==> images/layers.png <==
Bar = 20 um.
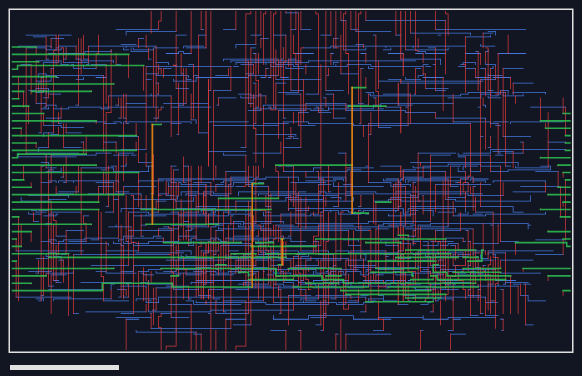
==> images/ff_map.png <==
Bar = 20 um. Other sequential cells in the stronger grey, the rest of the logic in the fainter grey.
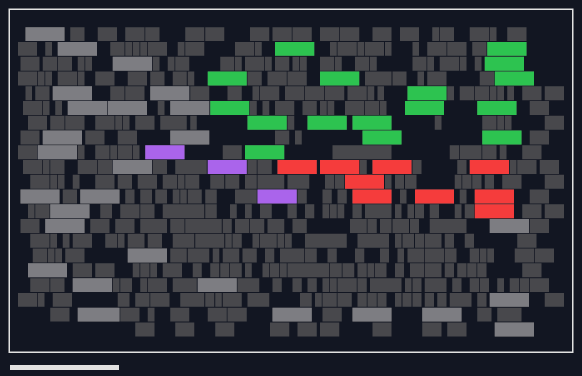
==> images/port_trees.png <==
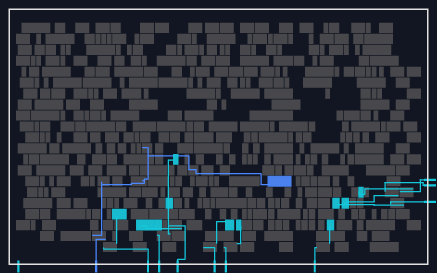
==> images/clock_nets.png <==
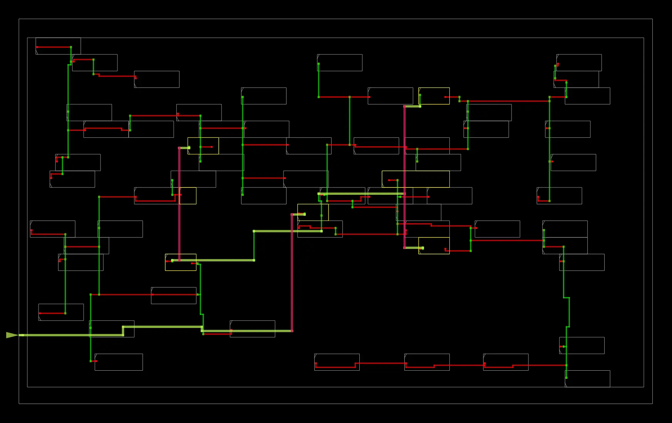
==> images/sizing.png <==
Bar = 20 um.
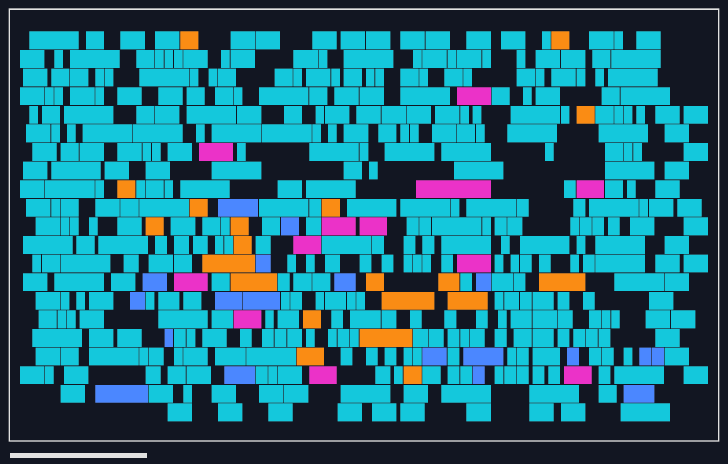
### config.mk
export PLATFORM = sky130hd
export DESIGN_NAME = stack_pointer_ctrl
export DESIGN_NICKNAME = d
export VERILOG_FILES = /design/src/rtl/stack_pointer_ctrl.sv
export SDC_FILE = /design/constraint.sdc
export NUM_CORES = 1
export LEC_CHECK = 0
export CORE_ASPECT_RATIO = 0.6
export CORE_UTILIZATION = 45
export CTS_CLUSTER_DIAMETER = 60
export CTS_CLUSTER_SIZE = 10
export DETAILED_ROUTE_END_ITERATION = 7
export GPL_TIMING_DRIVEN = 0
export PLACE_DENSITY = 0.88
export SETUP_SLACK_MARGIN = 0.05
export SYNTH_ARGS = -nofsm -noshare
export SYNTH_HDL_FRONTEND = slang
export SYNTH_SLANG_ARGS = --single-unit
### constraint.sdc
create_clock -name clk -period 2.53 [get_ports clk]
set_input_delay 0.253 -clock clk [delete_from_list [all_inputs] [get_ports clk]]
set_output_delay 0.253 -clock clk [all_outputs]
set_load 0.02 [all_outputs]
### src/rtl/stack_pointer_ctrl.sv
`default_nettype none
// ============================================================================
//  Module   : stack_pointer_ctrl
//  Brief    : Stack pointer sequencer for PUSH/POP requests. Owns the 10-bit
//             empty-descending SP and runs the data-memory handshake for each
//             stack access. Also tracks full/empty and keeps sticky
//             overflow/underflow flags.
//  Revision : 1.0 - initial release
// ============================================================================
module stack_pointer_ctrl #(
    parameter logic [9:0] STACK_BASE  = 10'h3FE,
    parameter logic [9:0] STACK_LIMIT = 10'h200,
    parameter int         DATA_W      = 16
) (
    input  logic              clk,
    input  logic              rst_n,
    input  logic              push_req,
    input  logic              pop_req,
    input  logic [DATA_W-1:0] push_data,
    input  logic              sp_load,
    input  logic [9:0]        sp_load_val,
    input  logic              clr_err,
    input  logic [DATA_W-1:0] mem_rdata,
    input  logic              mem_ready,
    output logic [9:0]        mem_addr,
    output logic [DATA_W-1:0] mem_wdata,
    output logic              mem_we,
    output logic              mem_re,
    output logic [DATA_W-1:0] pop_data,
    output logic [9:0]        sp,
    output logic              busy,
    output logic              done,
    output logic              full,
    output logic              empty,
    output logic              overflow_err,
    output logic              underflow_err
);

    localparam logic [2:0] S_IDLE  = 3'd0;
    localparam logic [2:0] S_WRITE = 3'd1;
    localparam logic [2:0] S_INC   = 3'd2;
    localparam logic [2:0] S_READ  = 3'd3;
    localparam logic [2:0] S_DONE  = 3'd4;

    localparam logic [9:0] c_SP_STEP   = 10'd2;
    localparam logic [9:0] c_EVEN_MASK = 10'h3FE;

    logic [2:0]        r_state;
    logic [9:0]        r_sp;
    logic [9:0]        r_mem_addr;
    logic [DATA_W-1:0] r_mem_wdata;
    logic [DATA_W-1:0] r_pop_data;
    logic              r_ovf;
    logic              r_unf;

    logic [2:0]        w_state_next;
    logic [9:0]        w_sp_next;
    logic [9:0]        w_addr_next;
    logic [DATA_W-1:0] w_wdata_next;
    logic [DATA_W-1:0] w_pop_next;
    logic              w_ovf_set;
    logic              w_unf_set;
    logic              w_full;
    logic              w_empty;

    assign w_full  = (r_sp == STACK_LIMIT);
    assign w_empty = (r_sp == STACK_BASE);

    // Next-state and datapath update; IDLE arbitrates load > push > pop.
    always_comb begin
        w_state_next = r_state;
        w_sp_next    = r_sp;
        w_addr_next  = r_mem_addr;
        w_wdata_next = r_mem_wdata;
        w_pop_next   = r_pop_data;
        w_ovf_set    = 1'b0;
        w_unf_set    = 1'b0;
        case (r_state)
            S_IDLE: begin
                if (sp_load) begin
                    // Odd addresses are not word aligned, so bit 0 is dropped.
                    w_sp_next = sp_load_val & c_EVEN_MASK;
                end else if (push_req) begin
                    if (w_full) begin
                        w_ovf_set    = 1'b1;
                        w_state_next = S_DONE;
                    end else begin
                        w_wdata_next = push_data;
                        w_addr_next  = r_sp;
                        w_state_next = S_WRITE;
                    end
                end else if (pop_req) begin
                    if (w_empty) begin
                        w_unf_set    = 1'b1;
                        w_state_next = S_DONE;
                    end else begin
                        w_sp_next    = r_sp + c_SP_STEP;
                        w_state_next = S_INC;
                    end
                end
            end
            S_WRITE: begin
                if (mem_ready) begin
                    w_sp_next    = r_sp - c_SP_STEP;
                    w_state_next = S_DONE;
                end
            end
            S_INC: begin
                w_addr_next  = r_sp;
                w_state_next = S_READ;
            end
            S_READ: begin
                if (mem_ready) begin
                    w_pop_next   = mem_rdata;
                    w_state_next = S_DONE;
                end
            end
            S_DONE: begin
                w_state_next = S_IDLE;
            end
            default: begin
                w_state_next = S_IDLE;
            end
        endcase
    end

    // State and datapath registers; reset abandons any in-flight access.
    always_ff @(posedge clk) begin
        if (!rst_n) begin
            r_state     <= S_IDLE;
            r_sp        <= STACK_BASE;
            r_mem_addr  <= '0;
            r_mem_wdata <= '0;
            r_pop_data  <= '0;
            r_ovf       <= 1'b0;
            r_unf       <= 1'b0;
        end else begin
            r_state     <= w_state_next;
            r_sp        <= w_sp_next;
            r_mem_addr  <= w_addr_next;
            r_mem_wdata <= w_wdata_next;
            r_pop_data  <= w_pop_next;
            // A new error beats a simultaneous clear.
            r_ovf       <= w_ovf_set | (r_ovf & ~clr_err);
            r_unf       <= w_unf_set | (r_unf & ~clr_err);
        end
    end

    assign mem_addr      = r_mem_addr;
    assign mem_wdata     = r_mem_wdata;
    assign mem_we        = (r_state == S_WRITE);
    assign mem_re        = (r_state == S_READ);
    assign pop_data      = r_pop_data;
    assign sp            = r_sp;
    assign busy          = (r_state != S_IDLE);
    assign done          = (r_state == S_DONE);
    assign full          = w_full;
    assign empty         = w_empty;
    assign overflow_err  = r_ovf;
    assign underflow_err = r_unf;

endmodule
`default_nettype wire

==> results.toml <==
# flow metrics
[cells_and_area]
post-route-util_pct = 70.7
instances_no_fill = 531
fill_cells = 472
layout.cells.most_common = "clkdlybuf4s50_1"
nets = 502

[synthesis]
synth_cells = 337
netlist_area_um2 = 2780
ys_seq_share_pct = 39.6
fa_ha_area_share_pct = 0.899
top_area_share_pct = 39.6
synthMostInstantiatedCell = "nand2_1"
synthMuxAreaShare_pct = 0.360
edf_count = 0
async_reset_ff_share_pct = 0
area_leaders = "dfxtp_1 40%, nand2_1 11%, a21boi_0 5.9%"
xor_area_share_pct = 0.944
yosys-top-cells-count = "84 x nand2_1, 55 x dfxtp_1, 22 x a21boi_0"
largest_area_cell = "dfxtp_1"

[drt]
drc_errors = 0
route.met2.wl_um = 3260
antenna_left = 0
viasPerCell = 5.37
drt-met1-wl_um = 3640

[timing]
final.setup.tns_ns = 0
final_hold_viol_count = 0
slew_viol_final = 0

[hold_path]
min_path_cells = 3
min_from = "rst_n"

[floorplanning]
initial_utilization_pct = 48.4
core-area_um2 = 5750
die_h_um = 62.9

[setup_path]
path_max_fanout = 10
cp-endpoint = "mem_we"
worstReg2RegStart = "sp[3]$_SDFFE_PN1P_"
r2r-end = "sp[9]$_SDFFE_PN1P_"
rrSetupSlack_ns = 0.67
critical_path.endpoint_type = "primary output"
critPathLaunchType = "flip-flop"

[clock_tree]
postCtsSetupBuffers = 0
cts_resized = 2
root_buffer = "clkbuf_8"
numCtsBuffers = 5

[power_and_ir_drop]
p_sw_share_pct = 34.4
clockPowerShare_pct = 22.9
p_leak_nw = 1.52
powerComb_mw = 0.942

[grt]
grt_busiest_layer = "met2"
grt_pass1_vias = 2622

[placed_design]
dpl_worst_slack_ns = 0.293
placedCellCount = 522

[flow_run]
max_cap_violations = 0

[status]
outcome = "complete, no violations"
Notes on layers.png above:
[green] M3 | wire length: 973 um
[orange] M4 | wire length: 65.3 um
[blue] M1 | wire length: 3640 um
[red] M2 | wire length: 3260 um
total track usage: 24.3%
Post-Route WL: 7940 um
WL/cell: 15.0 um
Vias: 2851

Notes on ff_map.png above:
[purple] `r_state` | sequential cells: 3
[green] `pop_data` | sequential cells: 16
[red] `mem_addr` | sequential cells: 9
not coloured: 27
Reg area: 1100 um2
sequential power: 1.02 mW

Notes on port_trees.png above:
[cyan] `sp_load_val` | bits: 10 | direction: input | end cells: 11 | buffers: 9 | wire: 186 um
[blue] `empty` | bits: 1 | direction: output | end cells: 1 | buffers: 1 | wire: 83.5 um
port bufs: 104
IO Pins: 109

Notes on clock_nets.png above:
Clock Latency Late Sink: 0.32 ns
clock skew: 0.0113 ns
Clock Power: 0.583 mW

Notes on sizing.png above:
[magenta] x6 and larger | cells: 12 | share: 2.7% | most used: buf_6
[cyan] x1 and smaller | cells: 400 | share: 89% | most used: clkdlybuf4s50_1
[blue] x2 | cells: 19 | share: 4.2% | most used: clkbuf_2
[orange] x3 and x4 | cells: 20 | share: 4.4% | most used: buf_4
fin area: 4070 um2
Setup WS post-layout: 0.105 ns
Non-clk bufs: 132
Syn-to-layout area delta: 46.1%

final cells by class:
cell class / count / area (um2) / area share (%)
buffer: 26 / 186 / 4.58
tap: 80 / 100 / 2.46
sequential: 55 / 1100 / 27.1
inverter: 9 / 38.8 / 0.954
timing repair buffer: 106 / 1060 / 26.0
multi-input combinational: 248 / 1480 / 36.3
clock inverter: 2 / 37.5 / 0.923
clock buffer: 5 / 68.8 / 1.69
cells by family after synthesis:
logic type / count (synthesis)
AND-OR/OR-AND: 90
XOR/XNOR: 3
adder cells (fa/ha/maj): 2
buffers and inverters: 35
flip-flops: 55
multiplexers: 1
other: 1
AND/OR/NAND/NOR: 150
critical path: stages (launching register included):
cell	delay [ns]
dfxtp_1	0.52
or3b_4	0.48
clkinv_4	0.09
buf_6	0.15
clkdlybuf4s50_1	0.62
Power and IR drop assume default switching activity.
